### config.mk
export PLATFORM = sky130hd
export DESIGN_NAME = phase_clock_gen
export DESIGN_NICKNAME = d
export VERILOG_FILES = /design/src/rtl/phase_clock_gen.sv
export SDC_FILE = /design/constraint.sdc
export NUM_CORES = 1
export LEC_CHECK = 0
export CORE_MARGIN = 2
export CORE_UTILIZATION = 45
export DETAILED_ROUTE_END_ITERATION = 16
export PLACE_DENSITY_LB_ADDON = 0.2
export REMOVE_ABC_BUFFERS = 1
export SETUP_SLACK_MARGIN = 0.5
export SLEW_MARGIN = 10
export SYNTH_ARGS = -nofsm -noshare
export SYNTH_HDL_FRONTEND = slang
export SYNTH_SLANG_ARGS = --single-unit
### constraint.sdc
create_clock -name i_cpu_ck -period 3.2 [get_ports i_cpu_ck]
set_input_delay 0.48 -clock i_cpu_ck [delete_from_list [all_inputs] [get_ports i_cpu_ck]]
set_output_delay 0.48 -clock i_cpu_ck [all_outputs]
set_load 0.02 [all_outputs]
### src/rtl/phase_clock_gen.sv
// Multi-channel phase-shifted clock generator driven from i_cpu_ck.
// Each channel runs IDLE -> PHASE_WAIT -> RUN; new settings apply only on a falling edge.
module phase_clock_gen #(
    parameter int NUM_CH = 2,
    parameter int CNT_W  = 8,
    parameter int CH_W   = (NUM_CH > 1) ? $clog2(NUM_CH) : 1
) (
    input  logic              i_cpu_ck,
    input  logic              i_cpu_rst_n,
    input  logic              i_cfg_wr,
    input  logic [CH_W-1:0]   i_cfg_ch,
    input  logic [CNT_W-1:0]  i_cfg_half,
    input  logic [CNT_W-1:0]  i_cfg_phase,
    input  logic [NUM_CH-1:0] i_ch_en,
    input  logic              i_sync,
    output logic [NUM_CH-1:0] o_ck_ps,
    output logic [NUM_CH-1:0] o_rise_pulse,
    output logic [NUM_CH-1:0] o_locked
);

    typedef enum logic [1:0] {
        IDLE       = 2'd0,
        PHASE_WAIT = 2'd1,
        RUN        = 2'd2
    } state_e;

    logic [31:0]      ch_ext;
    logic             in_range;
    logic [CNT_W-1:0] half_in;

    assign ch_ext   = 32'(i_cfg_ch);
    assign in_range = ch_ext < 32'(NUM_CH);
    assign half_in  = (i_cfg_half == '0) ? CNT_W'(1) : i_cfg_half;

    for (genvar c = 0; c < NUM_CH; c++) begin : g_ch
        state_e           st_q, st_d;
        logic [CNT_W-1:0] cnt_q, cnt_d;
        logic [CNT_W-1:0] ah_q, ah_d;
        logic [CNT_W-1:0] ap_q, ap_d;
        logic [CNT_W-1:0] ph_q, ph_d;
        logic [CNT_W-1:0] pp_q, pp_d;
        logic             pf_q, pf_d;
        logic             q_q, q_d;
        logic             rise_q, rise_d;
        logic             lock_q, lock_d;
        logic             en;
        logic             wr_hit;
        logic             restart;

        assign en     = i_ch_en[c];
        assign wr_hit = i_cfg_wr && in_range && (i_cfg_ch == CH_W'(c));

        always_comb begin
            st_d    = st_q;
            cnt_d   = cnt_q;
            ah_d    = ah_q;
            ap_d    = ap_q;
            ph_d    = ph_q;
            pp_d    = pp_q;
            pf_d    = pf_q;
            q_d     = q_q;
            restart = 1'b0;

            if (en && i_sync) begin
                restart = 1'b1;
            end else begin
                case (st_q)
                    IDLE: begin
                        q_d   = 1'b0;
                        cnt_d = '0;
                        if (en) restart = 1'b1;
                    end
                    PHASE_WAIT: begin
                        q_d = 1'b0;
                        if (!en) begin
                            st_d  = IDLE;
                            cnt_d = '0;
                        end else if (cnt_q == ap_q) begin
                            q_d   = 1'b1;
                            cnt_d = '0;
                            st_d  = RUN;
                        end else begin
                            cnt_d = cnt_q + CNT_W'(1);
                        end
                    end
                    RUN: begin
                        if (cnt_q == ah_q - CNT_W'(1)) begin
                            cnt_d = '0;
                            q_d   = ~q_q;
                            // Falling edge is the only safe point to stop or retune
                            if (q_q) begin
                                if (!en) st_d = IDLE;
                                else if (pf_q) restart = 1'b1;
                            end
                        end else begin
                            cnt_d = cnt_q + CNT_W'(1);
                        end
                    end
                    default: begin
                        st_d  = IDLE;
                        q_d   = 1'b0;
                        cnt_d = '0;
                    end
                endcase
            end

            if (restart) begin
                if (pf_q) begin
                    ah_d = ph_q;
                    ap_d = pp_q;
                end
                pf_d  = 1'b0;
                cnt_d = '0;
                q_d   = 1'b0;
                st_d  = PHASE_WAIT;
            end

            // A write landing on an apply cycle stays pending for the next one
            if (wr_hit) begin
                ph_d = half_in;
                pp_d = i_cfg_phase;
                pf_d = 1'b1;
            end

            rise_d = q_d & ~q_q;
            lock_d = (st_d == RUN) && !pf_d;
        end

        always_ff @(posedge i_cpu_ck or negedge i_cpu_rst_n) begin
            if (!i_cpu_rst_n) begin
                st_q   <= IDLE;
                cnt_q  <= '0;
                ah_q   <= CNT_W'(1);
                ap_q   <= '0;
                ph_q   <= CNT_W'(1);
                pp_q   <= '0;
                pf_q   <= 1'b0;
                q_q    <= 1'b0;
                rise_q <= 1'b0;
                lock_q <= 1'b0;
            end else begin
                st_q   <= st_d;
                cnt_q  <= cnt_d;
                ah_q   <= ah_d;
                ap_q   <= ap_d;
                ph_q   <= ph_d;
                pp_q   <= pp_d;
                pf_q   <= pf_d;
                q_q    <= q_d;
                rise_q <= rise_d;
                lock_q <= lock_d;
            end
        end

        assign o_ck_ps[c]      = q_q;
        assign o_rise_pulse[c] = rise_q;
        assign o_locked[c]     = lock_q;
    end

endmodule

run_1/floorplan.png
The bar under the picture is 20 um long. Pins as bars on the die edge. Tap cells in grey.
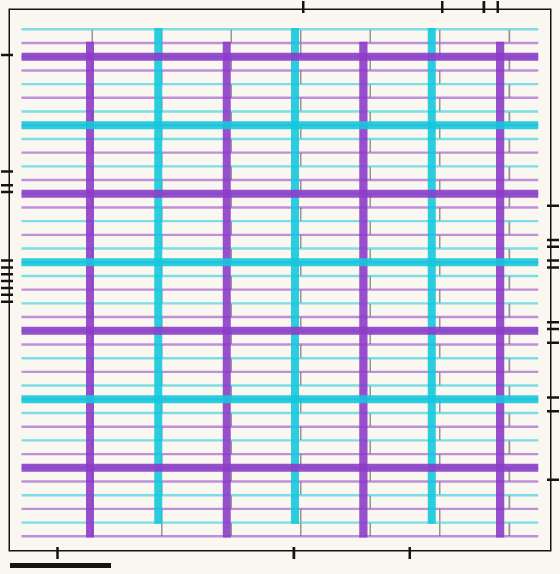
| colour | net |
|---|---|
| cyan | VDD |
| purple | VSS |
met4 straps: 7
met1 rails: 38
signal pins: 29

run_1/port_trees.png
The bar under the picture is 20 um long.
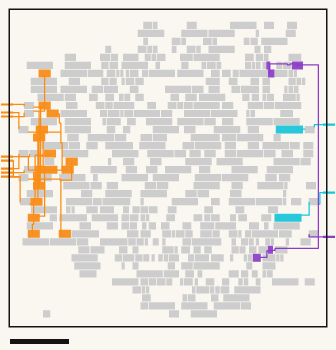
| colour | port | direction | edge | end cells | buffers | wire |
|---|---|---|---|---|---|---|
| purple | i_sync | input | east | 5 | 1 | 114 um |
| cyan | o_locked | output | east | 2 | 2 | 18.9 um |
| orange | i_cfg_half | input | west | 17 | 8 | 315 um |
IO buf count: 28
IO Count: 29

==> results.sh, run 1 <==
# source this file to load flow results
export IMPL_status="finished clean"
export IMPL_aoi_share_pct=10.42
export IMPL_power_frac_clock_pct=20.0
export IMPL_first_iter_violations=164
export IMPL_finalCritPeriodShare_pct=81.98
export IMPL_via_per_inst=5.552
export IMPL_warning_count=32
export IMPL_ant_nets=0
export IMPL_cts_sinks=92
export IMPL_fin_util_pct=53.04
export IMPL_setup_violations=0
export IMPL_adder_share_pct=3.133
export IMPL_ctsHoldBuffers=0
export IMPL_drv_cap=0
export IMPL_vias=3209
export IMPL_hpwlAfterDp_mm=6.629
export IMPL_drc=0
export IMPL_synth_area_per_cell_um2=11.72
export IMPL_antenna_cells=0
export IMPL_crit_start="g_ch[1].ah_q[0]"
export IMPL_skew_ns=0.01649
export IMPL_tns_ns=0
export IMPL_final_min_clock_period_ns=2.623
export IMPL_cp_start_kind="register"
export IMPL_grt_max_degree=55
export IMPL_die_area_um2=11490
export IMPL_comb_power_share_pct=34.7
export IMPL_yosys_cells=409
export IMPL_drt_pass1_iter_count=4
export IMPL_grt_pass1_wl_mm=15.74
export IMPL_path_max_fanout=8
export IMPL_clk_pin_slew_worst_paths_ns=0.10
export IMPL_yosysWarnings=0
export IMPL_synthCells=409
export IMPL_overflow=0
export IMPL_max_freq_mhz=381.2
export IMPL_stdcell_count=578
export IMPL_ctsLongestPathBuffers=2
export IMPL_die_h_um=107.2
export IMPL_slew_headroom_pct=33.99
export IMPL_slew_violations=0
export IMPL_final_hold_viol_count=0
export IMPL_grt_pass1_vias=3166
export IMPL_fp_row_count=37
export IMPL_clk_power_uw=782
export IMPL_die_width_um=107.2
export IMPL_gp_congestion=0.8787
export IMPL_cts_made_buffers=9
export IMPL_ff_type="dfrtp_1"
export IMPL_async_flop_share_pct=100.0
export IMPL_area_growth_pct=14.26
export IMPL_worstPathRequired_ns=3.45
export IMPL_final_seq_area_um2=2308
run_1/util_map.png
The bar under the picture is 20 um long. The die is cut into 11 by 11 equal tiles; white is low, dark blue is high, 0 to 100% covered.
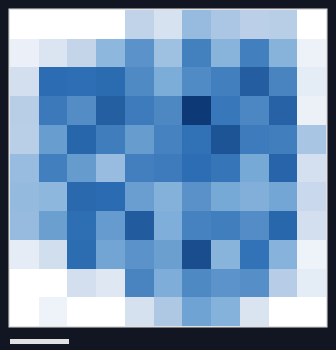
densest ninth of the die: centre
mean over tiles: 46%
tiles over 75% full: 13%
fullest tile: 96%
nearly empty tiles: 9.9%
emptiest ninth of the die: south-west

-- run 1: final cells by class --
type / instances / share of cell area [%]
Clock inverter: 7 / 1.394
Multi-Input combinational cell: 280 / 42.66
Inverter: 14 / 0.9598
Timing Repair Buffer: 40 / 7.450
Sequential cell: 92 / 42.16
Tap cell: 136 / 3.108
Clock buffer: 9 / 2.262
-- run 1: cell usage in the layout, fill, tap and decap left out, types with 10 or more instances in the layout --
cell	count
inv_1	14
nand2_1	17
nor3_1	15
mux2_1	18
clkdlybuf4s50_1	27
mux2_2	44
xor2_1	33
xnor2_1	12
buf_4	10
nor2_1	12
ha_1	10
a211oi_1	11
dfrtp_1	87
-- run 1: worst paths after layout --
kind                                     to  cells after the start  slack [ns]
max reg2reg                 g_ch[1].ap_q[7]                      9        0.58
min reg2reg                 g_ch[0].ph_q[0]                      2        0.49
min                        g_ch[0].cnt_q[7]                      1        0.15
max in group asynchronous   g_ch[0].ah_q[0]                      2        2.25
max                         g_ch[1].ap_q[7]                      9        0.58
min in group i_cpu_ck       g_ch[0].ph_q[0]                      2        0.49
-- run 1: worst max-delay path, cell delays in order (launching register included) --
cell and delay [ns]:
dfstp_2 0.55, inv_1 0.05, ha_2 0.19, nor4b_2 0.17, xnor2_1 0.13, or4_4 0.43
a211oi_4 0.32, a22o_4 0.20, buf_8 0.14, mux2_1 0.32
-- run 1: routing by layer --
metal | vias up | track usage, % | share of wire [%]
li1 | 1541 | - | -
met1 | 1596 | 25.25 | 50
met2 | 60 | 25.72 | 44
met3 | 12 | 2.979 | 3.2
met4 | 0 | 7.328 | 2.1
met5 | - | 0 | 0
-- run 1: repair_timing --
item,CTS,global route
hold endpoints to repair,0,0
pin swaps,4,3
endpoints found under the setup margin,38,40
cloned,1,0
buffers inserted,4,0
resized,5,6
run_1/gates.png
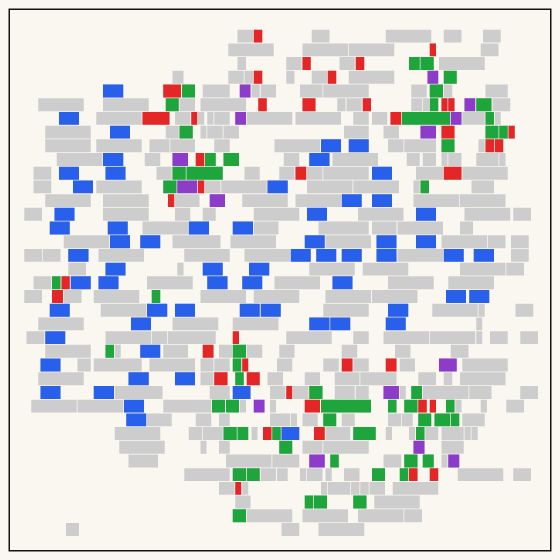

==> run 2, diff against run 1 <==
==> constraint.sdc (replaced) <==
create_clock -name i_cpu_ck -period 2.75 [get_ports i_cpu_ck]
set_input_delay 0.4125 -clock i_cpu_ck [delete_from_list [all_inputs] [get_ports i_cpu_ck]]
set_output_delay 0.4125 -clock i_cpu_ck [all_outputs]
set_load 0.02 [all_outputs]
run_2/gates.png
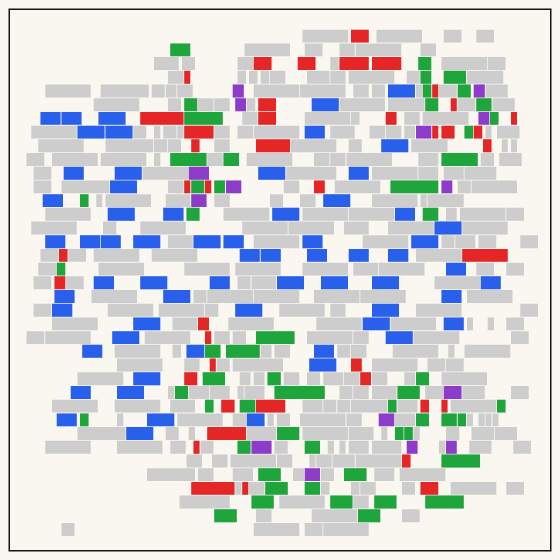
| colour | family | cells |
|---|---|---|
| purple | and/or cells | 15 |
| green | aoi and oai cells | 55 |
| blue | mux cells | 64 |
| red | nor cells | 42 |
most common logic cell in the routed design: dfrtp_1
combinational share of cell area: 45.20%
final instance count without filler cells: 609

==> run 2 against run 1 <==
  * First-iteration DRC count decreased by 20%
  * Maximum frequency decreased by 1.3%
  * Count of clock-buffer cells in the layout increased by 2
  * Sequential power increased by 19%
  * Cell area increased by 15%
  * Die size unchanged
  * Area after synthesis unchanged
  * Hold slack got worse by 0.077 ns
  * Clock power increased by 11%
  * Via count increased by 6.5%
  * Sequential cell count unchanged
  * Critical path type unchanged
  * Critical endpoint is now g_ch[1].ah_q[4]
  * Largest cell class unchanged
  * Largest power group is now combinational cells
==> results.sh, run 2 <==
# source this file to load flow results
export IMPL_slew_violations=0
export IMPL_yosys_cells=409
export IMPL_fp_row_count=37
export IMPL_ctsHoldBuffers=0
export IMPL_first_iter_violations=131
export IMPL_cp_slowest_stage_delay_ns=0.54
export IMPL_reg2reg_to="g_ch[1].ah_q[4]"
export IMPL_vias=3417
export IMPL_portBuffers=28
export IMPL_warning_count=33
export IMPL_fin_util_pct=61.08
export IMPL_die_h_um=107.2
export IMPL_finalCritPeriodShare_pct=96.63
export IMPL_cp_start_kind="register"
export IMPL_setup_violations=0
export IMPL_io_pins=29
export IMPL_drc=0
export IMPL_crit_start="g_ch[1].ah_q[0]"
export IMPL_overflow=0
export IMPL_slew_headroom_pct=44.74
export IMPL_ctsLongestPathBuffers=2
export IMPL_ant_nets=0
export IMPL_rrSetupSlack_ns=0.09
export IMPL_grt_max_degree=53
export IMPL_cp_num_buf_inv=3
export IMPL_final_min_clock_period_ns=2.657
export IMPL_antenna_cells=0
export IMPL_status="finished clean"
export IMPL_area_growth_pct=31.59
export IMPL_synthCells=409
export IMPL_drt_pass1_iter_count=4
export IMPL_clk_pin_slew_worst_paths_ns=0.09
export IMPL_skew_ns=0.005901
export IMPL_grt_pass1_vias=3478
export IMPL_die_area_um2=11490
export IMPL_die_width_um=107.2
export IMPL_grt_pass1_wl_mm=17.66
-- run 2: cell counts after synthesis --
No cell type changed its count.
-- run 2: report_power, final --
part / switching, uW / total, uW / leakage, uW / internal [uW]
combinational: 1170 / 2520 / 0.00149 / 1350
clock: 491 / 871 / 0.0000957 / 380
sequential: 383 / 2100 / 0.00113 / 1720
-- run 2: worst max-delay path by stage --
| stage | cells after the start | slack, ns | to |
|---|---|---|---|
| finish | 10 | 0.09 | g_ch[1].ah_q[4] |
| CTS | 10 | 0.15 | g_ch[1].ah_q[4] |
| global route | 10 | 0.01 | g_ch[1].ap_q[1] |
| global placement | 8 | 0.005 | g_ch[0].ah_q[1] |
| detailed placement | 8 | -0.11 | g_ch[0].ah_q[7] |
| floorplan | 8 | -0.15 | g_ch[1].ah_q[1] |
-- run 2: cell families after synthesis --
| family | synth area share (%) |
|---|---|
| fa+ha+maj | 3.133 |
| xor+xnor | 8.225 |
| compound gates | 10.42 |
| simple gates | 11.20 |
| mux | 14.99 |
| flops | 48.15 |
| buf+inv | 3.890 |
-- run 2: layer usage --
metal  part of all wire (%)  wire, um  GRT usage [%]  vias to the layer above
met5                      0         0              0                        -
met2                     50      5555          31.69                       60
met4                    1.7       185          7.885                        0
met3                    3.0       332          2.492                       16
li1                       -         -              -                     1596
met1                     46      5104          26.96                     1745
-- run 2: area by class of cell --
cell class	instances	area, um2
Sequential cell	92	2308
Clock inverter	5	35.03
Inverter	14	52.55
Timing Repair Buffer	71	738.2
Multi-Input combinational cell	280	2850
Tap cell	136	170.2
Fill cell	822	4018
Clock buffer	11	151.4
-- run 2: repair_timing --
item / 4_1_cts / 5_1_grt
resized: 61 / 61
pin swaps: 24 / 29
buffers inserted: 15 / 9
gates cloned: 2 / 0
setup endpoints to repair: 59 / 60
run_2/placed.png
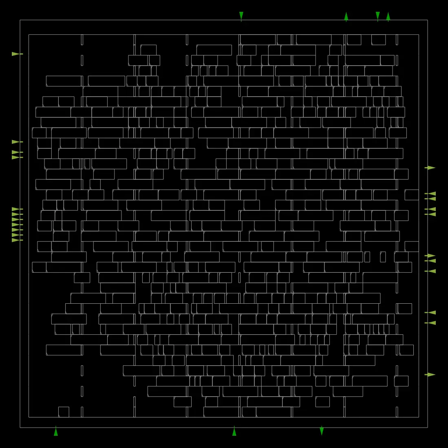

==> run 3, diff against run 2 <==
--- a/config.mk
+++ b/config.mk
@@ -5,9 +5,11 @@
 export SDC_FILE = /design/constraint.sdc
 export NUM_CORES = 1
 export LEC_CHECK = 0
+export CORE_ASPECT_RATIO = 1.1
 export CORE_MARGIN = 2
 export CORE_UTILIZATION = 45
 export DETAILED_ROUTE_END_ITERATION = 16
+export MAX_ROUTING_LAYER = met4
 export PLACE_DENSITY_LB_ADDON = 0.2
 export REMOVE_ABC_BUFFERS = 1
 export SETUP_SLACK_MARGIN = 0.5
run_3/placed.png
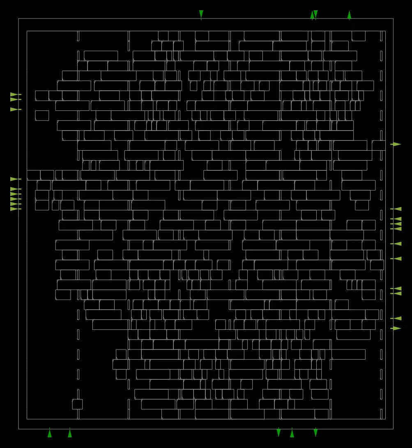
utilization after layout: 58.40%
final instance count without filler cells: 603
Rows: 39
floorplan core area: 10390 um2
Seq Cell Count: 92

==> run 3 against run 2 <==
  * Critical path depth did not move
  * Routed wire length fell by 7.3%
  * Area after synthesis did not move
  * Cell area fell by 3.8%
  * Sequential share of layout area rose by 1.4 points
  * Count of clock-buffer cells in the layout did not move
  * Combinational power fell by 14%
  * Non-clock buffer count fell by 13
  * Die size barely moved
  * Setup slack improved by 0.13 ns
  * Critical path type unchanged
==> results.sh, run 3 <==
# source this file to load flow results
export IMPL_slew_headroom_pct=45.44
export IMPL_die_h_um=112.2
export IMPL_yosys_top_cells_count="dfrtp_1, mux2_2, xor2_1, mux2_1, nand2_1"
export IMPL_hold_path_class="input port to async pin"
export IMPL_ant_nets=0
export IMPL_die_width_um=102.4
export IMPL_finalCritPeriodShare_pct=91.85
export IMPL_ctsLongestPathBuffers=2
export IMPL_slew_violations=0
export IMPL_setup_violations=0
export IMPL_edf_count=0
export IMPL_slowest_stage="dfstp_2"
export IMPL_hold_worst_slack_ns=0.1280
export IMPL_clk_pin_slew_worst_paths_ns=0.06
export IMPL_drc=0
export IMPL_skew_ns=0.004558
export IMPL_cp_depth=10
export IMPL_vias=3332
export IMPL_cts_max_level=3
export IMPL_portBuffers=28
export IMPL_ff_type="dfrtp_1"
export IMPL_clk_latency_ns=0.34
export IMPL_path_max_fanout=8
export IMPL_drt_pass1_iter_count=4
export IMPL_first_iter_violations=187
export IMPL_fill_cells=875
export IMPL_antenna_cells=0
export IMPL_tightest_slew_ns=0.8165
export IMPL_die_area_um2=11490
export IMPL_area_growth_pct=26.66
export IMPL_grt_use_met1_pct=26.20
export IMPL_cp_start_kind="register"
export IMPL_async_flop_share_pct=100.0
export IMPL_crit_start="g_ch[1].ah_q[0]"
export IMPL_rrSetupSlack_ns=0.22
export IMPL_final_common_cell="dfrtp_1"
export IMPL_use_met3_pct=2.677
export IMPL_cp_num_buf_inv=3
export IMPL_top_layer="met4"
export IMPL_status="finished clean"
export IMPL_logic_area_um2=2639
export IMPL_grt_usage_pct=19.67
export IMPL_yosys_register_bits=92
export IMPL_grt_pass1_vias=3435
export IMPL_route_met3_wl_um=240
export IMPL_grt_max_degree=62
export IMPL_yosys_cells=409
export IMPL_warning_count=33
export IMPL_overflow=0
export IMPL_synthCells=409
export IMPL_io_pins=29
export IMPL_final_seq_area_um2=2310
export IMPL_met2_usage_pct=29.74
export IMPL_dr_wl_met2_mm=4.961
export IMPL_reg2reg_to="g_ch[1].ap_q[0]"
export IMPL_final_min_clock_period_ns=2.526
export IMPL_wl_met1_mm=4.863
export IMPL_layout_nets=490
export IMPL_grt_pass1_wl_mm=17.22
export IMPL_grt_busiest_layer="met2"
export IMPL_p_leak_uw=0.002539
export IMPL_cp_slowest_stage_delay_ns=0.54
export IMPL_ctsHoldBuffers=0
export IMPL_power_density_nw_per_um2=905.5
export IMPL_endpoint="g_ch[1].ap_q[0]"
export IMPL_wire_per_inst_um=17.18
export IMPL_preCtsSetupSlack_ns=-0.05892
-- run 3: kinds of logic after synthesis --
family	share of synthesized area (%)
compound gates	10.42
xor+xnor	8.225
fa+ha+maj	3.133
buf+inv	3.890
flops	48.15
mux	14.99
simple gates	11.20
-- run 3: worst register-to-register path, cell delays in order (launching register included) --
cell and delay [ns]:
dfstp_2 0.54, inv_2 0.05, ha_4 0.16, nor4b_4 0.13
xnor2_1 0.13, or4_4 0.43, a211oi_4 0.27, a22o_4 0.18
buf_12 0.11, buf_16 0.13, mux2_4 0.30
-- run 3: how the worst min path moves through the flow --
stage / start / endpoint / slack (ns) / cells past startpoint
finish: i_cpu_rst_n / g_ch[0].ah_q[1] / 0.13 / 1
global route: i_cpu_rst_n / g_ch[0].ah_q[1] / 0.21 / 1
CTS: i_cpu_rst_n / g_ch[0].ph_q[5] / 0.17 / 1
detailed placement: g_ch[1].pp_q[1] / g_ch[1].ap_q[1] / 0.48 / 1
global placement: g_ch[0].pp_q[6] / g_ch[0].ap_q[6] / 0.47 / 1
floorplan: i_cpu_rst_n / g_ch[0].ah_q[1] / 0.12 / 0
-- run 3: layout make-up --
class                      count  share of cell area [%]
clock inverter                 5                  0.9689
tap                          143                   2.948
clock buffer                  11                   3.999
inverter                      14                  0.8658
sequential                    92                   38.05
timing repair buffer          58                   9.689
multi-input combinational    280                   43.48
-- run 3: timing repair --
item | 4_1_cts | 5_1_grt
endpoints found under the hold margin | 0 | 0
gates resized | 44 | 32
endpoints found under the setup margin | 59 | 60
gates cloned | 1 | 0
pin swaps | 20 | 19
buffers inserted | 7 | 4
-- run 3: power by group --
group	switching [uW]	total (uW)	internal, uW
clock network	527	1260	732
logic	1020	2160	1140
registers	357	2080	1720
No activity file was given, so power comes from the tool's default toggle rates.
